==> src/rtl/seq_alu.sv <==
// seq_alu: handshaked WIDTH-bit ALU (add/sub/and in one cycle, iterative shift-add unsigned multiply).
module seq_alu #(
  parameter int WIDTH = 8
) (
  input  logic             clk,
  input  logic             rst,
  input  logic             in_valid,
  output logic             in_ready,
  input  logic [WIDTH-1:0] a,
  input  logic [WIDTH-1:0] b,
  input  logic [1:0]       sel,
  output logic             out_valid,
  input  logic             out_ready,
  output logic [WIDTH-1:0] result,
  output logic [WIDTH-1:0] result_hi,
  output logic             carry,
  output logic             ovf,
  output logic             zero
);
  localparam int CW = $clog2(WIDTH + 1);
  typedef enum logic [1:0] {IDLE, BUSY, DONE} state_t;
  state_t state, state_nx;
  logic [2*WIDTH-1:0] acc, acc_nx;
  logic [WIDTH-1:0] mplier, mcand, bb, res_c;
  logic [CW-1:0] cnt;
  logic [WIDTH:0] sum, step_hi;
  logic accept, sub, last;
  assign accept = in_valid && in_ready;
  assign sub = sel == 2'b01;
  assign bb = sub ? ~b : b;
  assign sum = {1'b0, a} + {1'b0, bb} + {{WIDTH{1'b0}}, sub};
  assign res_c = sel[1] ? a & b : sum[WIDTH-1:0];
  // Partial product lands in the upper half with its carry, then the whole accumulator shifts right.
  assign step_hi = {1'b0, acc[2*WIDTH-1:WIDTH]} + (mplier[0] ? {1'b0, mcand} : '0);
  assign acc_nx = {step_hi, acc[WIDTH-1:1]};
  assign last = cnt == CW'(1);
  always_ff @(posedge clk)
    state <= rst ? IDLE : state_nx;
  always_comb begin
    state_nx = IDLE;
    case (state)
      IDLE:    state_nx = accept ? (sel == 2'b11 ? BUSY : DONE) : IDLE;
      BUSY:    state_nx = last ? DONE : BUSY;
      DONE:    state_nx = out_ready ? IDLE : DONE;
      default: state_nx = IDLE;
    endcase
  end
  always_comb begin
    in_ready = state == IDLE;
    out_valid = state == DONE;
  end
  always_ff @(posedge clk) begin
    if (rst) begin
      result <= '0;
      result_hi <= '0;
      carry <= 1'b0;
      ovf <= 1'b0;
      zero <= 1'b0;
      cnt <= '0;
      acc <= '0;
      mplier <= '0;
      mcand <= '0;
    end else begin
      case (state)
        IDLE: if (accept) begin
          if (sel == 2'b11) begin
            acc <= '0;
            mplier <= b;
            mcand <= a;
            cnt <= CW'(WIDTH);
          end else begin
            result <= res_c;
            result_hi <= '0;
            carry <= !sel[1] && sum[WIDTH];
            ovf <= !sel[1] && (a[WIDTH-1] == bb[WIDTH-1]) && (sum[WIDTH-1] != a[WIDTH-1]);
            zero <= ~|res_c;
          end
        end
        BUSY: begin
          acc <= acc_nx;
          mplier <= mplier >> 1;
          cnt <= cnt - 1'b1;
          if (last) begin
            result <= acc_nx[WIDTH-1:0];
            result_hi <= acc_nx[2*WIDTH-1:WIDTH];
            carry <= 1'b0;
            ovf <= |acc_nx[2*WIDTH-1:WIDTH];
            zero <= ~|acc_nx;
          end
        end
        DONE: begin
        end
        default: begin
          result <= '0;
          result_hi <= '0;
          carry <= 1'b0;
          ovf <= 1'b0;
          zero <= 1'b0;
          cnt <= '0;
        end
      endcase
    end
  end
endmodule

==> config.mk <==
export PLATFORM = sky130hd
export DESIGN_NAME = seq_alu
export DESIGN_NICKNAME = d
export VERILOG_FILES = /design/src/rtl/seq_alu.sv
export SDC_FILE = /design/constraint.sdc
export NUM_CORES = 1
export LEC_CHECK = 0
export ABC_AREA = 0
export CAP_MARGIN = 15
export CORE_ASPECT_RATIO = 0.7
export CORE_MARGIN = 2
export CORE_UTILIZATION = 37
export CTS_CLUSTER_SIZE = 25
export DETAILED_ROUTE_END_ITERATION = 8
export GPL_TIMING_DRIVEN = 1
export RECOVER_POWER = 100
export REMOVE_ABC_BUFFERS = 1
export SETUP_SLACK_MARGIN = 0.3
export SLEW_MARGIN = 40
export SYNTH_ARGS = -nofsm -noshare
export SYNTH_HDL_FRONTEND = slang
export SYNTH_SLANG_ARGS = --single-unit
==> constraint.sdc <==
create_clock -name clk -period 2.8 [get_ports clk]
set_input_delay 0.42 -clock clk [delete_from_list [all_inputs] [get_ports clk]]
set_output_delay 0.42 -clock clk [all_outputs]
set_load 0.005 [all_outputs]
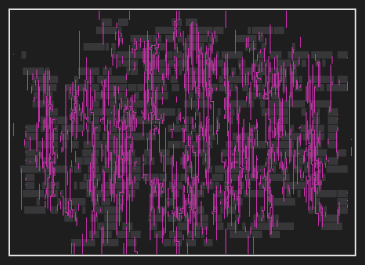
Figure 1: run 1, M2 wires.
Drawn at 3 px/um.
The longest straight run is 41.5 um. The layer holds 43% of the routed length. The layer carries 4,140 um of wire. 451 nets have wire on it. The wires run mostly vertical.

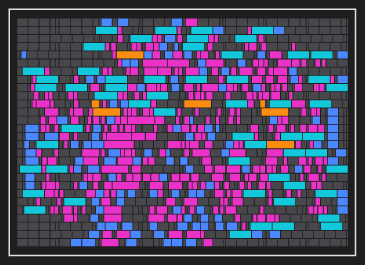
Figure 2: run 1, cells colored by class.
Drawn at 3 px/um. Fill, decap, tap and diode cells in gray.
Orange stands for clock drivers and dummy loads, cells 7. Magenta stands for remaining logic cells, cells 328. Cyan stands for sequential cells, cells 56. Blue stands for remaining buffers and delay cells, cells 121.

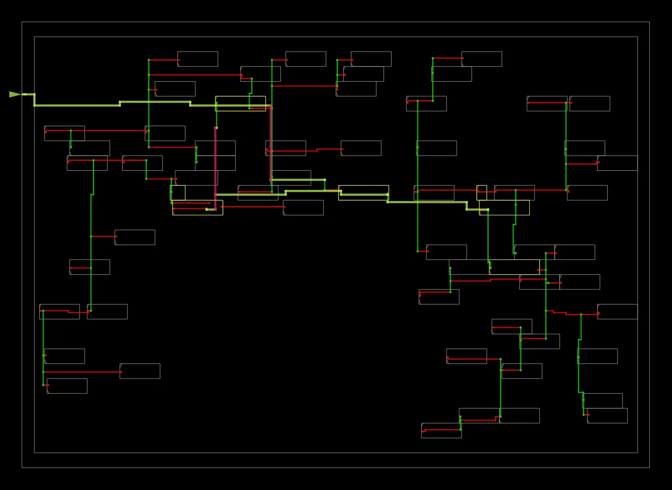
Figure 3: run 1, the clock network.
CTS Buf Count: 5
Late-Pin Clk Latency: 0.29 ns
clkbuf count: 5

==> ci_impl_report.md, run 1 <==
### Flow metrics

| Metric | Value |
|---|---|
| Switch share | 29.5% |
| Clock sinks | between 50 and 60 |
| Worst path max stage delay | between 0.5 and 0.6 ns |
| Fin Hold WS | 0.447 ns |
| 1st-pass router iterations | 5 |
| Internal cell power | 1.46 mW |
| Largest net degree at the start of global routing | 56 |
| Mapped Area | 3180 um^2 |
| Well Taps | 105 |
| FF-to-FF setup slack | -0.31 ns |
| Grt ovf | 0 |
| Drt drc | 0 |
| Final Worst Setup Slack | -0.307 ns |
| Measured slew at the worst slew-check pin | 1.32 ns |
| RePlAce Congestion | ~0.88 |
| Clock Path Buffers | 2 |
| Crit path time final | 3.11 ns |
| Cell repeated most along the worst path | or4_4 |
| Max-area cell class | combinational gates |
| Setup CP Type | flop to flop |
| First-pass GRT wire length | 15.5 mm |
| Sequential share of power | 41.6% |
| FF+latch area | 1120 um^2 |
| Ant diodes | 0 |
| DRT Wirelength | 9.63 mm |
| Top cell excl fill/tap | buf_4 |
| I/O Pins | between 40 and 50 |
| Top cells by count | 57 x nand2_1, 57 x nor2_1, 56 x dfxtp_1 |
| RSZ-0062 raised after global routing | true |
| Post-CTS resize count | 32 |
| #MultiIn Comb | 321 |
| Yosys warnings | 0 |
| Total track usage | between 20% and 30% |
| Status | finished, violations left |
| Non-Filler Instances | 617 |
| Reg2Reg Depth | 10 |
| Initial DRC count | 277 |
| Largest reg by FF count | acc |
| Failing checks | setup timing |
| Clock network share of area | under 10% |
| Final setup fails | 2 |
==> run 1: final timing paths <==
check	startpoint	to
worst max-delay path	mplier[0]	zero
worst min-delay path	result_hi[5]	result_hi[5]
worst min register to register	result_hi[5]	result_hi[5]
worst max register to register	mplier[0]	zero
==> run 1: power by group through the flow <==
stage	Combinational (mW)	Clock [mW]	Sequential, mW
2_1_floorplan	0.242	0	0.879
3_3_place_gp	0.536	0	0.880
3_5_place_dp	0.538	0	0.881
4_1_cts	0.573	0.629	0.863
5_1_grt	0.660	0.656	0.867
6_report	0.600	0.609	0.863
==> run 1: layer usage <==
layer / routed length [um] / track usage [%] / up-vias
li1: - / - / 1651
met1: 4840 / 31.4 / 1522
met2: 4140 / 31.9 / 103
met3: 592 / 4.35 / 9
met4: 65 / 3.25 / 0
met5: 0 / 0 / -
Figure 4. Pin map (run 1).
Drawn at 2 px/um. Pins as bars across the die edge, other pins in gray.
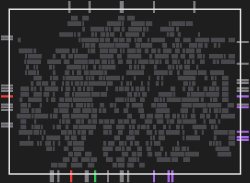

--- run 2 (diff from run 1) ---
Settings changed: CORE_UTILIZATION 37 to 35, SKIP_LAST_GASP set to 1.
Clock period 2.8 ns to 3.58 ns, I/O delays scaled along.
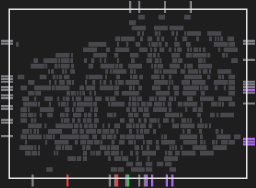
Figure 5: run 2, pin map.
Drawn at 2 px/um. Pins as bars across the die edge, other pins in gray.
Red stands for sel, pins 2, direction input, edge bottom. Green stands for in_ready, pins 1, direction output, edge bottom. Purple stands for result, pins 8, direction output, edge 4 right, 4 bottom.
All pins by edge: 14 left, 13 bottom, 12 right, 4 top.

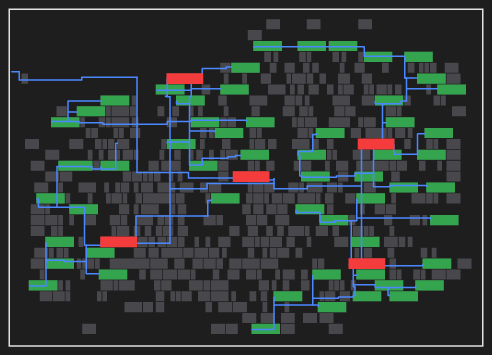
Figure 6: run 2, clock wires, drivers and flops.
Drawn at 4 px/um.
Green stands for flip-flops, count 56. Red stands for clock-net drivers, count 5. Blue stands for clock wires, length 817 um.
There are 6 routed clock nets.

==> run 2 against run 1 <==
  * The run now ends clean
  * Largest cell class unchanged
  * First-iteration DRC count increased by 4.7%
  * Highest routed layer unchanged
  * Register-to-register slack improved by 0.60 ns
  * Sequential share of layout area grew 3.0 points
  * Critical endpoint unchanged
  * Setup slack better by 0.60 ns
==> ci_impl_report.md, run 2 <==
### Flow metrics

| Metric | Value |
|---|---|
| DRT Wirelength | 9.06 mm (was 9.63 mm) |
| Yosys warnings | 0 (unchanged) |
| Largest net degree at the start of global routing | 56 (unchanged) |
| Met3 Resource Use GR | 4.30% (was 4.35%) |
| Origin of the critical flop-to-flop path | mplier[0] (unchanged) |
| Total track usage | 19.0% (was 21.1%) |
| Reported sequential group power | 674 uW (was 863 uW) |
| Clk pwr | 511 uW (was 609 uW) |
| Top cell excl fill/tap | nor2_1 (was buf_4) |
| 1st-pass router iterations | 4 (was 5) |
| Fin Hold WS | 0.448 ns (was 0.447 ns) |
| GRT Max-Usage Layer | met2 (unchanged) |
| I/O Pins | 43 (unchanged) |
| Met3 Wirelength | 464 um (was 592 um) |
| First-pass GRT wire length | 15.0 mm (was 15.5 mm) |
| Worst setup endpoint | zero (unchanged) |
| GRT met1 Usage | 27.6% (was 31.4%) |
| Switch share | 30.6% (was 29.5%) |
| Logic power comb | 379 uW (was 600 uW) |
| Mapped Area | 3180 um^2 (unchanged) |
| Internal cell power | 1.09 mW (was 1.46 mW) |
| Initial DRC count | 290 (was 277) |
| Status | completed (was finished, violations left) |
| Final Worst Setup Slack | 0.293 ns (was -0.307 ns) |
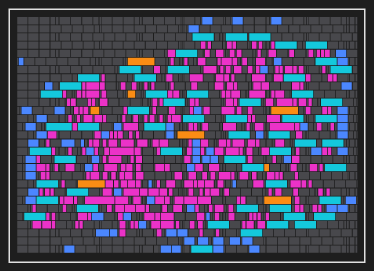
Figure 7: run 2, cells colored by class.
Drawn at 3 px/um. Fill, decap, tap and diode cells in gray.
Orange stands for clock drivers and dummy loads, cells 8. Cyan stands for sequential cells, cells 56. Blue stands for remaining buffers and delay cells, cells 74. Magenta stands for remaining logic cells, cells 328.

[run 2: final cells by class]
| type | instances | area, um^2 |
|---|---|---|
| inverters | 7 | 26.3 |
| multi-input cells | 321 | 1990 |
| fillers | 935 | 4880 |
| clock inverters | 3 | 21.3 |
| clock buffers | 5 | 125 |
| well taps | 124 | 155 |
| flip-flops and latches | 56 | 1120 |
| repair buffers | 74 | 648 |
[run 2: critical path, cell delays in order (launching register included)]
cell	delay (ns)
dfxtp_4	0.36
and2_4	0.16
ha_2	0.18
fa_2	0.35
a211oi_1	0.31
nor2_1	0.09
xor2_1	0.17
or4_1	0.54
or4_1	0.53
or4_4	0.44
o211ai_2	0.08
[run 2: timing repair]
item | in CTS | in global routing
setup buffers | 7 | 3
endpoints found under the setup margin | 1 | 2
pin swaps | 2 | 8
gates resized | 10 | 13
Figure 8. M2 wires (run 2).
Drawn at 3 px/um.
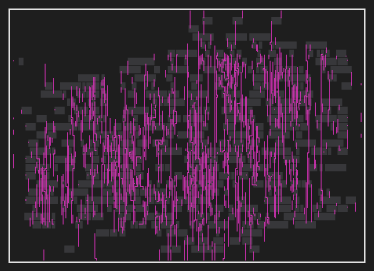

--- run 3 (diff from run 2) ---
Settings changed: CELL_PAD_IN_SITES_DETAIL_PLACEMENT set to 0, CELL_PAD_IN_SITES_GLOBAL_PLACEMENT set to 1, PLACE_DENSITY_LB_ADDON set to 0.1.
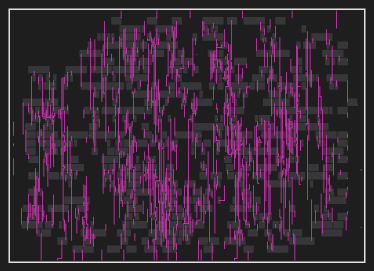
Figure 9: run 3, M2 wires.
Drawn at 3 px/um.
391 nets have wire on it. The wires run mostly vertical. The layer carries 3,730 um of wire.

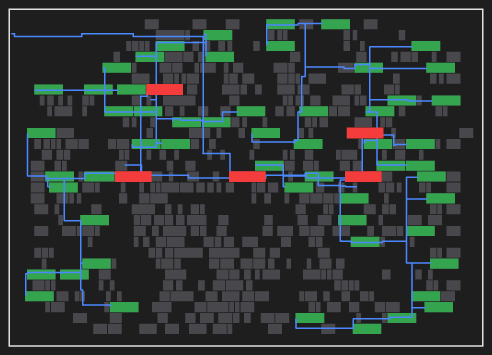
Figure 10: run 3, clock wires, drivers and flops.
Drawn at 4 px/um.
Blue stands for clock wires, length 777 um. Red stands for clock-net drivers, count 5. Green stands for flip-flops, count 56.
Position of the flops: spread over the die. There are 6 routed clock nets.

==> run 3 against run 2 <==
  * Cell area decreased by 0.28%
  * Setup slack gained 0.014 ns
  * Final cell count is 1.2% lower
  * Largest power group unchanged
  * Count of clock-buffer cells in the layout grew 2
  * Global-route usage fell by 0.27 points
  * Power fell by 1.6%
  * Wire length is 0.57% higher
  * Critical endpoint unchanged
  * Combinational power is 1% lower
  * Synthesized cell count did not move
  * Largest cell class unchanged
  * First-iteration DRC count shrank 37%
  * Critical path depth unchanged
  * Register-to-register slack gained 0.097 ns
==> ci_impl_report.md, run 3 <==
### Flow metrics

| Metric | Value |
|---|---|
| Non-Filler Instances | 583 (was 590) |
| Top pwr grp | registers (unchanged) |
| Ant diodes | 0 (unchanged) |
| RePlAce Congestion | 0.838 (was 0.895) |
| Non-CTS buffers | 67 (was 74) |
| # fillers | 943 (was 935) |
| Worst setup endpoint | zero (unchanged) |
| Crit path time final | 3.27 ns (was 3.29 ns) |
| Worst path max stage delay | 0.72 ns (was 0.54 ns) |
| 1st-pass router iterations | 4 (unchanged) |
| FF-to-FF End | zero (unchanged) |
| Origin of the critical flop-to-flop path | mplier[0] (unchanged) |
| Fin Hold WS | 0.445 ns (was 0.448 ns) |
| Met1 Wirelength | 4.99 mm (was 4.73 mm) |
| Measured slew at the worst slew-check pin | 1.25 ns (was 1.23 ns) |
| CP max-delay cell | dlygate4sd3_1 (was or4_1) |
| Mapped Area | 3180 um^2 (unchanged) |
| Number of logic inverters in the finished layout | 7 (unchanged) |
| Status | completed (unchanged) |
| Met2 GRT Util | 27.0% (was 28.0%) |
| Final setup fails | 0 (unchanged) |
| Reported sequential group power | 676 uW (was 674 uW) |
| Reg2Reg Depth | 10 (unchanged) |
| DRT Wirelength | 9.11 mm (was 9.06 mm) |
| Final Worst Setup Slack | 0.307 ns (was 0.293 ns) |
| Largest net degree at the start of global routing | 56 (unchanged) |
| Yosys warnings | 0 (unchanged) |
| WL met2 | 3.73 mm (was 3.77 mm) |
| Sequential share of power | 43.9% (was 43.1%) |
| Clk pwr | 490 uW (was 511 uW) |
| Grt ovf | 0 (unchanged) |
| Ordered cell list for the critical path | dlygate4sd3_1 -> a21oi_1 -> fa_1 -> nor2b_4 -> o31ai_4 -> a21boi_2 -> o31ai_1 -> or4_1 -> or4b_1 -> o211ai_2 (was and2_4 -> ha_2 -> fa_2 -> a211oi_1 -> nor2_1 -> xor2_1 -> or4_1 -> or4_1 -> or4_4 -> o211ai_2) |
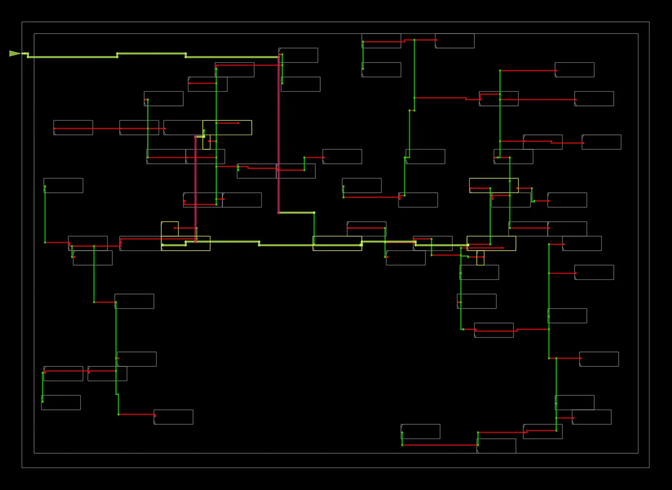
Figure 11: run 3, the clock network.
clkbuf count: 7
worst clock skew: 0.00799 ns
clock sinks: 56
Late-Pin Clk Latency: 0.30 ns
Seq cells: 56

==> run 3: cell counts after synthesis <==
No cell type changed its count.
==> run 3: logic make-up after synthesis <==
kind of cell	synth area share (%)
AND-OR/OR-AND	21.4
buffers and inverters	3.69
adder cells (fa/ha/maj)	8.72
multiplexers	1.61
flip-flops	35.2
AND/OR/NAND/NOR	25.2
XOR/XNOR	4.13
==> run 3: metrics by stage <==
stage	instance area, um^2	util, %
after floorplan	3090	-
after global placement	3820	42.6
after detailed placement	3820	42.6
after CTS	3990	44.6
after global routing	4080	45.5
final	4080	45.5
==> run 3: tightest hold or removal path: stages (launching register included) <==
cell	delay [ns]
dfxtp_1	0.31
nand2_1	0.05
a21oi_1	0.05
Power figures rest on the tool's default switching activity, not on a simulated workload.
